### Cells coloured by class, run 1

(1 px per µm) Fill, decap, tap and diode cells in grey.
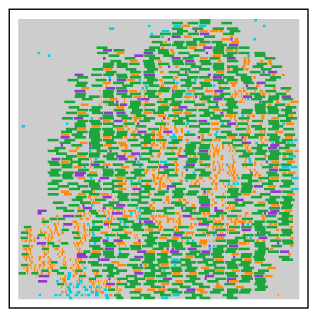
### Clock distribution, run 1

(2 px per µm)
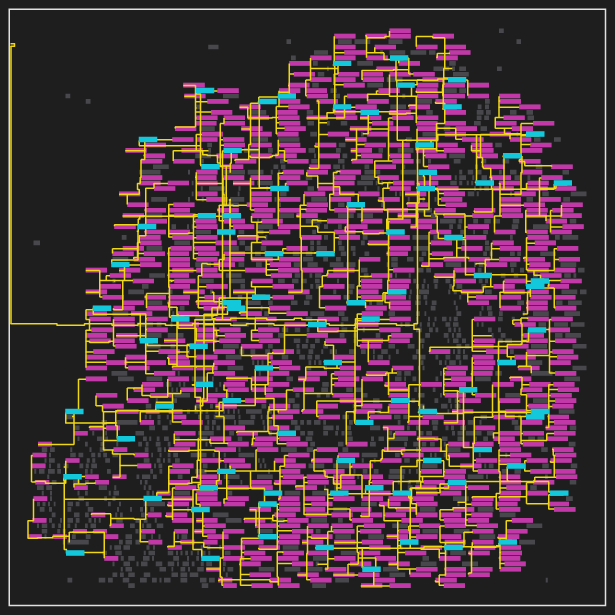
### A small window of the routed layout, run 1

Region (136, 136) to (161, 161) µm. Cells in grey, sequential cells in the stronger grey; small squares are vias.
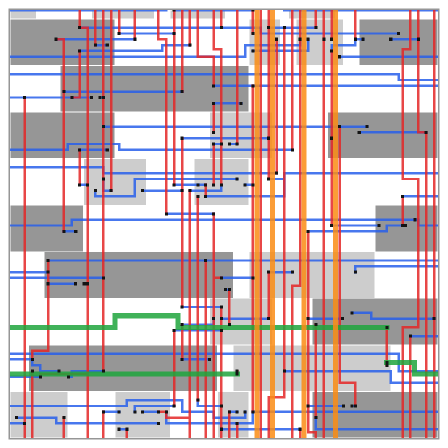
<file path="src/rtl/debug_dump_pkg.sv">
// Shared constants for the debug dump collector: command bytes, command codes,
// FSM states, frame geometry and dump field offsets.
package debug_dump_pkg;

  localparam int FRAME_BYTES = 95;

  localparam logic [7:0] CMD_CONT = 8'h63;
  localparam logic [7:0] CMD_STEP = 8'h73;
  localparam logic [7:0] CMD_NEXT = 8'h6E;

  typedef enum logic [1:0] {
    CODE_CONT = 2'd0,
    CODE_STEP = 2'd1,
    CODE_NEXT = 2'd2,
    CODE_RSVD = 2'd3
  } cmd_code_t;

  typedef enum logic [1:0] {
    ST_IDLE     = 2'd0,
    ST_SEND_CMD = 2'd1,
    ST_COLLECT  = 2'd2,
    ST_DONE     = 2'd3
  } state_t;

  localparam int OFF_PC          = 0;
  localparam int OFF_INSTR       = 1;
  localparam int OFF_IDEX_SIGEXT = 7;
  localparam int OFF_REGS0       = 55;
  localparam int OFF_RAM0        = 75;

  function automatic logic [7:0] cmdByte(input cmd_code_t code);
    case (code)
      CODE_CONT: cmdByte = CMD_CONT;
      CODE_STEP: cmdByte = CMD_STEP;
      CODE_NEXT: cmdByte = CMD_NEXT;
      default:   cmdByte = 8'h00;
    endcase
  endfunction

endpackage

</file>
<file path="src/rtl/debug_dump_collector_if.sv">
// Command, UART TX FIFO and UART RX FIFO signals of the dump collector.
// master = host/harness side, slave = collector side.
interface debug_dump_collector_if;
  logic       cmd_valid;
  logic [1:0] cmd_code;
  logic       cmd_ready;
  logic [7:0] tx_data;
  logic       tx_write;
  logic       tx_full;
  logic [7:0] rx_data;
  logic       rx_available;
  logic       rx_read;

  modport master (
    output cmd_valid, cmd_code, tx_full, rx_data, rx_available,
    input  cmd_ready, tx_data, tx_write, rx_read
  );

  modport slave (
    input  cmd_valid, cmd_code, tx_full, rx_data, rx_available,
    output cmd_ready, tx_data, tx_write, rx_read
  );
endinterface

</file>
<file path="src/rtl/dump_frame_buffer.sv">
// FRAME_BYTES x 8 frame store: synchronous write, combinational read,
// reads beyond the frame return 0. No backpressure.
module dump_frame_buffer
  import debug_dump_pkg::*;
(
  input  logic       clock,
  input  logic       wrEn,
  input  logic [6:0] wrAddr,
  input  logic [7:0] wrData,
  input  logic [6:0] rdAddr,
  output logic [7:0] rdData
);

  logic [7:0] mem [FRAME_BYTES];

  always_ff @(posedge clock) begin
    if (wrEn && (wrAddr < 7'(FRAME_BYTES))) begin
      mem[wrAddr] <= wrData;
    end
  end

  assign rdData = (rdAddr < 7'(FRAME_BYTES)) ? mem[rdAddr] : 8'h00;

endmodule

</file>
<file path="src/rtl/debug_dump_collector.sv">
// Sends 'c'/'s'/'n' to the UART TX FIFO and collects the 95-byte dump frame; waits on tx_full,
// frame_done one cycle after the last byte is stored. DUMP_FIELD_DECODE_EN adds dbg_pc/dbg_instr.
module debug_dump_collector
  import debug_dump_pkg::*;
#(
  parameter int TIMEOUT_CYCLES = 1000000,
  parameter int CNT_W          = 20
) (
  input  logic                   clock,
  input  logic                   reset,
  debug_dump_collector_if.slave  bus,
  input  logic [6:0]             rd_addr,
  output logic [7:0]             rd_data,
  output logic                   frame_done,
  output logic [7:0]             frame_count,
  output logic                   busy,
  output logic                   timeout_err
`ifdef DUMP_FIELD_DECODE_EN
  ,
  output logic [7:0]             dbg_pc,
  output logic [31:0]            dbg_instr
`endif
);

  state_t           state, stateNext;
  cmd_code_t        cmdCode;
  logic [6:0]       byteIdx;
  logic [CNT_W-1:0] toCnt;
  logic [7:0]       frameCount;
  logic             timeoutErr;
  logic             cmdAccept;
  logic             bufWrEn;
  logic             lastByte;
  logic             toExpire;

  assign cmdAccept = (state == ST_IDLE) && bus.cmd_valid && (cmd_code_t'(bus.cmd_code) != CODE_RSVD);
  assign bufWrEn   = (state == ST_COLLECT) && bus.rx_available && !reset;
  assign lastByte  = (byteIdx == 7'(FRAME_BYTES - 1));
  assign toExpire  = (toCnt == CNT_W'(TIMEOUT_CYCLES - 1));

  always_ff @(posedge clock) begin
    if (reset) state <= ST_IDLE;
    else       state <= stateNext;
  end

  // Handshake outputs are held low while reset is asserted so nothing is popped or written.
  always_comb begin
    stateNext     = state;
    bus.cmd_ready = 1'b0;
    bus.tx_data   = 8'h00;
    bus.tx_write  = 1'b0;
    bus.rx_read   = 1'b0;
    frame_done    = 1'b0;
    if (!reset) begin
      case (state)
        ST_IDLE: begin
          bus.cmd_ready = 1'b1;
          bus.rx_read   = bus.rx_available;
          if (cmdAccept) stateNext = ST_SEND_CMD;
        end
        ST_SEND_CMD: begin
          bus.tx_data  = cmdByte(cmdCode);
          bus.tx_write = !bus.tx_full;
          if (!bus.tx_full) stateNext = (cmdCode == CODE_STEP) ? ST_IDLE : ST_COLLECT;
        end
        ST_COLLECT: begin
          bus.rx_read = bus.rx_available;
          if (bus.rx_available && lastByte)      stateNext = ST_DONE;
          else if (!bus.rx_available && toExpire) stateNext = ST_IDLE;
        end
        ST_DONE: begin
          frame_done = 1'b1;
          stateNext  = ST_IDLE;
        end
        default: stateNext = ST_IDLE;
      endcase
    end
  end

  always_ff @(posedge clock) begin
    if (reset) begin
      cmdCode    <= CODE_CONT;
      byteIdx    <= '0;
      toCnt      <= '0;
      frameCount <= '0;
      timeoutErr <= 1'b0;
    end else begin
      case (state)
        ST_IDLE: begin
          if (cmdAccept) begin
            cmdCode    <= cmd_code_t'(bus.cmd_code);
            timeoutErr <= 1'b0;
          end
        end
        ST_SEND_CMD: begin
          if (!bus.tx_full) begin
            byteIdx <= '0;
            toCnt   <= '0;
          end
        end
        ST_COLLECT: begin
          if (bus.rx_available) begin
            byteIdx <= byteIdx + 7'd1;
            toCnt   <= '0;
          end else if (toExpire) begin
            timeoutErr <= 1'b1;
          end else begin
            toCnt <= toCnt + 1'b1;
          end
        end
        ST_DONE: frameCount <= frameCount + 8'd1;
        default: ;
      endcase
    end
  end

  dump_frame_buffer u_buf (
    .clock  (clock),
    .wrEn   (bufWrEn),
    .wrAddr (byteIdx),
    .wrData (bus.rx_data),
    .rdAddr (rd_addr),
    .rdData (rd_data)
  );

  assign frame_count = frameCount;
  assign timeout_err = timeoutErr;
  assign busy        = (state != ST_IDLE);

`ifdef DUMP_FIELD_DECODE_EN
  // Header bytes shift in as they arrive so byte 0 ends up in the top octet.
  logic [39:0] hdrShadow;

  always_ff @(posedge clock) begin
    if (reset) begin
      hdrShadow <= '0;
      dbg_pc    <= '0;
      dbg_instr <= '0;
    end else begin
      if (bufWrEn && (byteIdx < 7'(OFF_INSTR + 4))) hdrShadow <= {hdrShadow[31:0], bus.rx_data};
      if (state == ST_DONE) begin
        dbg_pc    <= hdrShadow[39:32];
        dbg_instr <= hdrShadow[31:0];
      end
    end
  end
`endif

endmodule

</file>
<file path="src/flat_wrapper.sv">
// flat-port wrapper written by rule: the top's interface ports become plain ports
module debug_dump_collector_flat import debug_dump_pkg::*;
#(
  parameter int TIMEOUT_CYCLES = 1000000,
  parameter int CNT_W          = 20
)
  (clock, reset, rd_addr, rd_data, frame_done, frame_count, busy, timeout_err, bus_cmd_valid, bus_cmd_code, bus_tx_full, bus_rx_data, bus_rx_available, bus_cmd_ready, bus_tx_data, bus_tx_write, bus_rx_read);
  debug_dump_collector_if bus_i ();
  input  logic clock;
  input  logic reset;
  input  logic [6:0] rd_addr;
  output logic [7:0] rd_data;
  output logic frame_done;
  output logic [7:0] frame_count;
  output logic busy;
  output logic timeout_err;
  input wire logic [$bits(bus_i.cmd_valid)-1:0] bus_cmd_valid;
  input wire logic [$bits(bus_i.cmd_code)-1:0] bus_cmd_code;
  input wire logic [$bits(bus_i.tx_full)-1:0] bus_tx_full;
  input wire logic [$bits(bus_i.rx_data)-1:0] bus_rx_data;
  input wire logic [$bits(bus_i.rx_available)-1:0] bus_rx_available;
  output wire logic [$bits(bus_i.cmd_ready)-1:0] bus_cmd_ready;
  output wire logic [$bits(bus_i.tx_data)-1:0] bus_tx_data;
  output wire logic [$bits(bus_i.tx_write)-1:0] bus_tx_write;
  output wire logic [$bits(bus_i.rx_read)-1:0] bus_rx_read;
  assign bus_i.cmd_valid = bus_cmd_valid;
  assign bus_i.cmd_code = bus_cmd_code;
  assign bus_i.tx_full = bus_tx_full;
  assign bus_i.rx_data = bus_rx_data;
  assign bus_i.rx_available = bus_rx_available;
  assign bus_cmd_ready = bus_i.cmd_ready;
  assign bus_tx_data = bus_i.tx_data;
  assign bus_tx_write = bus_i.tx_write;
  assign bus_rx_read = bus_i.rx_read;
  debug_dump_collector #(.TIMEOUT_CYCLES(TIMEOUT_CYCLES), .CNT_W(CNT_W)) u_core (.clock(clock), .reset(reset), .bus(bus_i), .rd_addr(rd_addr), .rd_data(rd_data), .frame_done(frame_done), .frame_count(frame_count), .busy(busy), .timeout_err(timeout_err));
endmodule
</file>
<file path="config.mk">
export PLATFORM = sky130hd
export DESIGN_NAME = debug_dump_collector_flat
export DESIGN_NICKNAME = d
export VERILOG_FILES = /design/src/rtl/debug_dump_pkg.sv /design/src/rtl/debug_dump_collector_if.sv /design/src/rtl/dump_frame_buffer.sv /design/src/rtl/debug_dump_collector.sv /design/src/flat_wrapper.sv
export SDC_FILE = /design/constraint.sdc
export NUM_CORES = 1
export LEC_CHECK = 0
export CELL_PAD_IN_SITES_DETAIL_PLACEMENT = 1
export CELL_PAD_IN_SITES_GLOBAL_PLACEMENT = 2
export CORE_MARGIN = 8
export CORE_UTILIZATION = 40
export DETAILED_ROUTE_END_ITERATION = 7
export MAX_ROUTING_LAYER = met4
export PLACE_DENSITY = 0.72
export SYNTH_ARGS = -nofsm -noshare
export SYNTH_HDL_FRONTEND = slang
export SYNTH_SLANG_ARGS = --single-unit
</file>
<file path="constraint.sdc">
create_clock -name clock -period 7.28 [get_ports clock]
set_input_delay 1.82 -clock clock [delete_from_list [all_inputs] [get_ports clock]]
set_output_delay 1.82 -clock clock [all_outputs]
set_load 0.03 [all_outputs]
</file>
==> deck_impl_summary.md, run 1 <==
Synthesis and Place & Route Summary

Layout
  – Layout Utilization: a little under half
  – FILL cells: between 7000 and 8000
  – Number of flip-flops in the largest register: approximately 760
  – Comb gate area: around 7400 µm²
  – Logic Gate Count: ~800
  – Flop area: between 20000 and 25000 µm²
  – Inverters: 12
  – Clock buffer count: ~100
  – Seq_cells: around 800
  – Most frequent cells in the layout: 760 x edfxtp_1, 152 x nor2_1, 132 x mux4_2, 123 x mux2i_1, 85 x clkbuf_16
  – Combinational share of cell area: about a fifth

Synth
  – Max-area cell share: roughly 72%
  – Synth Instances: ~1700
  – Synth top cell by count: edfxtp_1
  – Synth cell count leaders: 760 x edfxtp_1, 153 x nor2_1, 132 x mux4_2
  – Synth area leaders: edfxtp_1 72%, mux4_2 9.4%, mux2i_1 3.9%
  – Async set-or-reset flop fraction in the synthesized netlist: 0%
  – EDFF count, synth: around 760
  – Synth Area in Adders: 0.158%
  – Top non-seq family: multiplexers

Place
  – PortBufs: about 50
  – Final HPWL DP: approximately 50 mm

Hold path
  – HP Start: u_core.timeout_err
  – Hold path depth: 1

Pwr
  – Pwr/cell area: 270 nW/µm²
  – Int Pwr: between 7000 and 8000 µW

Detailed routing
  – 1st-iter DRT viols: 1456
  – Routed WL: about 80 mm
  – Metal3 WL: about 4.2 mm
  – Routed wire per std cell: between 20 and 30 µm

Setup path
  – Family with the most delay on the worst path: buffers and inverters
  – Crit path depth: 7
  – Worst Setup Start Kind: primary input
  – Reg2Reg Capture Point: u_core.u_buf.mem[48][7]
  – Reg2Reg Depth: 5

Final timing
  – RSZ-0062 raised after global routing: no
  – Clk_skew: 0.0252 ns
  – Rel. slew slack: between 10% and 20%
  – Slew @ Worst Pin: between 1 and 1.5 ns
  – Hold Fails Final Rpt: 0
  – Fin. max-slew vios: 0
  – Fin Setup TNS: 0 ns

Clock network
  – Cts bufs inserted: 85
  – Count of cells resized by post-cts repair: 0
  – Setup bufs post-CTS: 0
  – H-tree level count: 3
  – CTS max path bufs: 3

Global routing
  – Most Crowded Layer GR: met2
  – GR Layer Usage met2: approximately 30%
  – Antenna violations before repair: 0
  – Vias in the first global route: ~17000

Status
  – Run status: finished clean

Job
  – Log Warnings: 27
Notes on 'Cells coloured by class' above:
Key: clock drivers and dummy loads = purple [cells 154]; other buffers and delay cells = cyan [cells 125]; flops = green [cells 800]; combinational and other logic = orange [cells 815]
site row count: 103
core box area: 78600 µm²
register fraction of the total cell area: 65.0%
post-route cell area: 36300 µm²

Notes on 'Clock distribution' above:
Key: flip-flops = magenta [count 800]; clock wires = yellow [length 9610 µm]; clock drivers = cyan [count 85]
Position of the flops: all over the die.

Notes on 'A small window of the routed layout' above:
Key: metal 2 = red; metal 4 = orange; metal 3 = green; metal 1 = blue
Sequential cells in the window: 8. 19 logic cells have their middle in the window. Most frequent: edfxtp_1 (8), mux2i_1 (4). Netlist names of flops here include u_core.u_buf.mem (8).

==> inputs of run 2 (changes only) <==
TNS_END_PERCENT = 20   (was default)
==> run 2 against run 1 <==
Compared with the run above:
- flip-flop count unchanged
- routed wire length unchanged
- hold slack unchanged
- first-iteration DRC count did not move
- die size did not move
- via count unchanged
- register-to-register slack about the same
- fmax is the same
- critical path depth unchanged
- critical path type unchanged
- largest power group unchanged
==> deck_impl_summary.md, run 2 <==
Synthesis and Place & Route Summary

Layout
  – Register fraction of the total cell area: 65.0% (unchanged)
  – Number of flip-flops in the largest register: 760 (unchanged)
  – Clock buffer count: 99 (unchanged)
  – FILL cells: 7444 (unchanged)
  – Seq_cells: 800 (unchanged)
  – Combinational share of cell area: 20.4% (unchanged)
  – Logic Gate Count: 803 (unchanged)
  – Most frequent cells in the layout: 760 x edfxtp_1, 152 x nor2_1, 132 x mux4_2, 123 x mux2i_1, 85 x clkbuf_16 (unchanged)
  – Inverters: 12 (unchanged)
  – Comb gate area: 7390 µm² (unchanged)

Clock network
  – Setup bufs post-CTS: 0 (unchanged)
  – Count of cells resized by post-cts repair: 0 (unchanged)
  – Cts bufs inserted: 85 (unchanged)
  – CTS max path bufs: 3 (unchanged)

Synth
  – Post-synthesis area per instance: 18.4 µm² (unchanged)
  – Max-area cell share: 72.1% (unchanged)
  – Top non-seq family: multiplexers (unchanged)
  – Synth top cell by count: edfxtp_1 (unchanged)
  – EDFF count, synth: 760 (unchanged)
  – Synth Area in Adders: 0.158% (unchanged)
  – Synth cell count leaders: 760 x edfxtp_1, 153 x nor2_1, 132 x mux4_2 (unchanged)
  – Async set-or-reset flop fraction in the synthesized netlist: 0% (unchanged)
  – Tally of unique sky130hd cells used after synthesis: 57 (unchanged)
  – Synth Instances: 1716 (unchanged)

Floorplan
  – Core box area: 78600 µm² (unchanged)
  – Site row count: 103 (unchanged)

Setup path
  – Crit path depth: 7 (unchanged)
  – Reg2Reg Capture Point: u_core.u_buf.mem[48][7] (unchanged)
  – Worst Setup Start Kind: primary input (unchanged)
  – Family with the most delay on the worst path: buffers and inverters (unchanged)
  – Reg2Reg Depth: 5 (unchanged)

Status
  – Run status: finished clean (unchanged)

Final timing
  – Clk_skew: 0.0252 ns (unchanged)
  – Hold Fails Final Rpt: 0 (unchanged)
  – Fin. max-slew vios: 0 (unchanged)
  – Slew @ Worst Pin: 1.24 ns (unchanged)
  – Rel. slew slack: 17.4% (unchanged)
  – Fin Setup TNS: 0 ns (unchanged)

Detailed routing
  – Via count: 16500 (unchanged)
  – 1st-iter DRT viols: 1456 (unchanged)
  – Metal3 WL: 4.24 mm (unchanged)
  – Routed WL: 81.6 mm (unchanged)

Pwr
  – Int Pwr: 7700 µW (unchanged)
  – Pwr/cell area: 270 nW/µm² (unchanged)

Hold path
  – Hold path depth: 1 (unchanged)

Global routing
  – Vias in the first global route: 17300 (unchanged)
  – GR Layer Usage met2: 29.3% (unchanged)
  – Most Crowded Layer GR: met2 (unchanged)

Job
  – Log Warnings: 27 (unchanged)

Place
  – Final HPWL DP: 50.5 mm (unchanged)
  – PortBufs: 50 (unchanged)
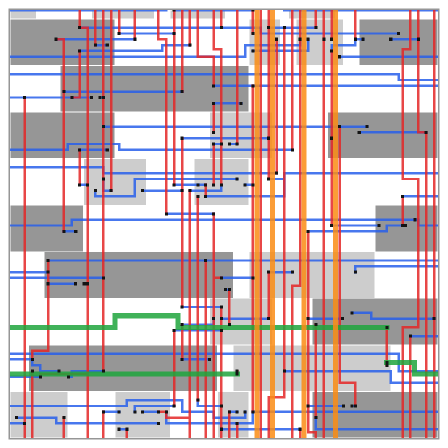
*A small window of the routed layout, run 2*
Region (136, 136) to (161, 161) µm. Cells in grey, sequential cells in the stronger grey; small squares are vias.
Key: metal 4 = orange; metal 2 = red; metal 1 = blue; metal 3 = green
Netlist names of flops here include u_core.u_buf.mem (8). Sequential cells in the window: 8. 19 logic cells have their middle in the window. Most frequent: edfxtp_1 (8), mux2i_1 (4).

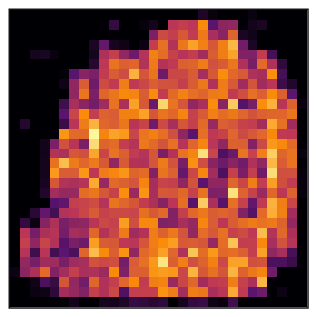
*Placement density heat map, run 2*
(1 px per µm) The die is cut into 30 by 30 equal tiles; black is low, pale yellow is high, 0 to 100% covered.
23% of the tiles are nearly empty. 6.8% of the tiles are over 75% full. The emptiest ninth of the die: upper left. The fullest tile reaches 99%. The mean over all tiles is 40%.
Layout Utilization: 46.2%
Core Util at FP: 40.3%

Power and IR drop assume default switching activity.
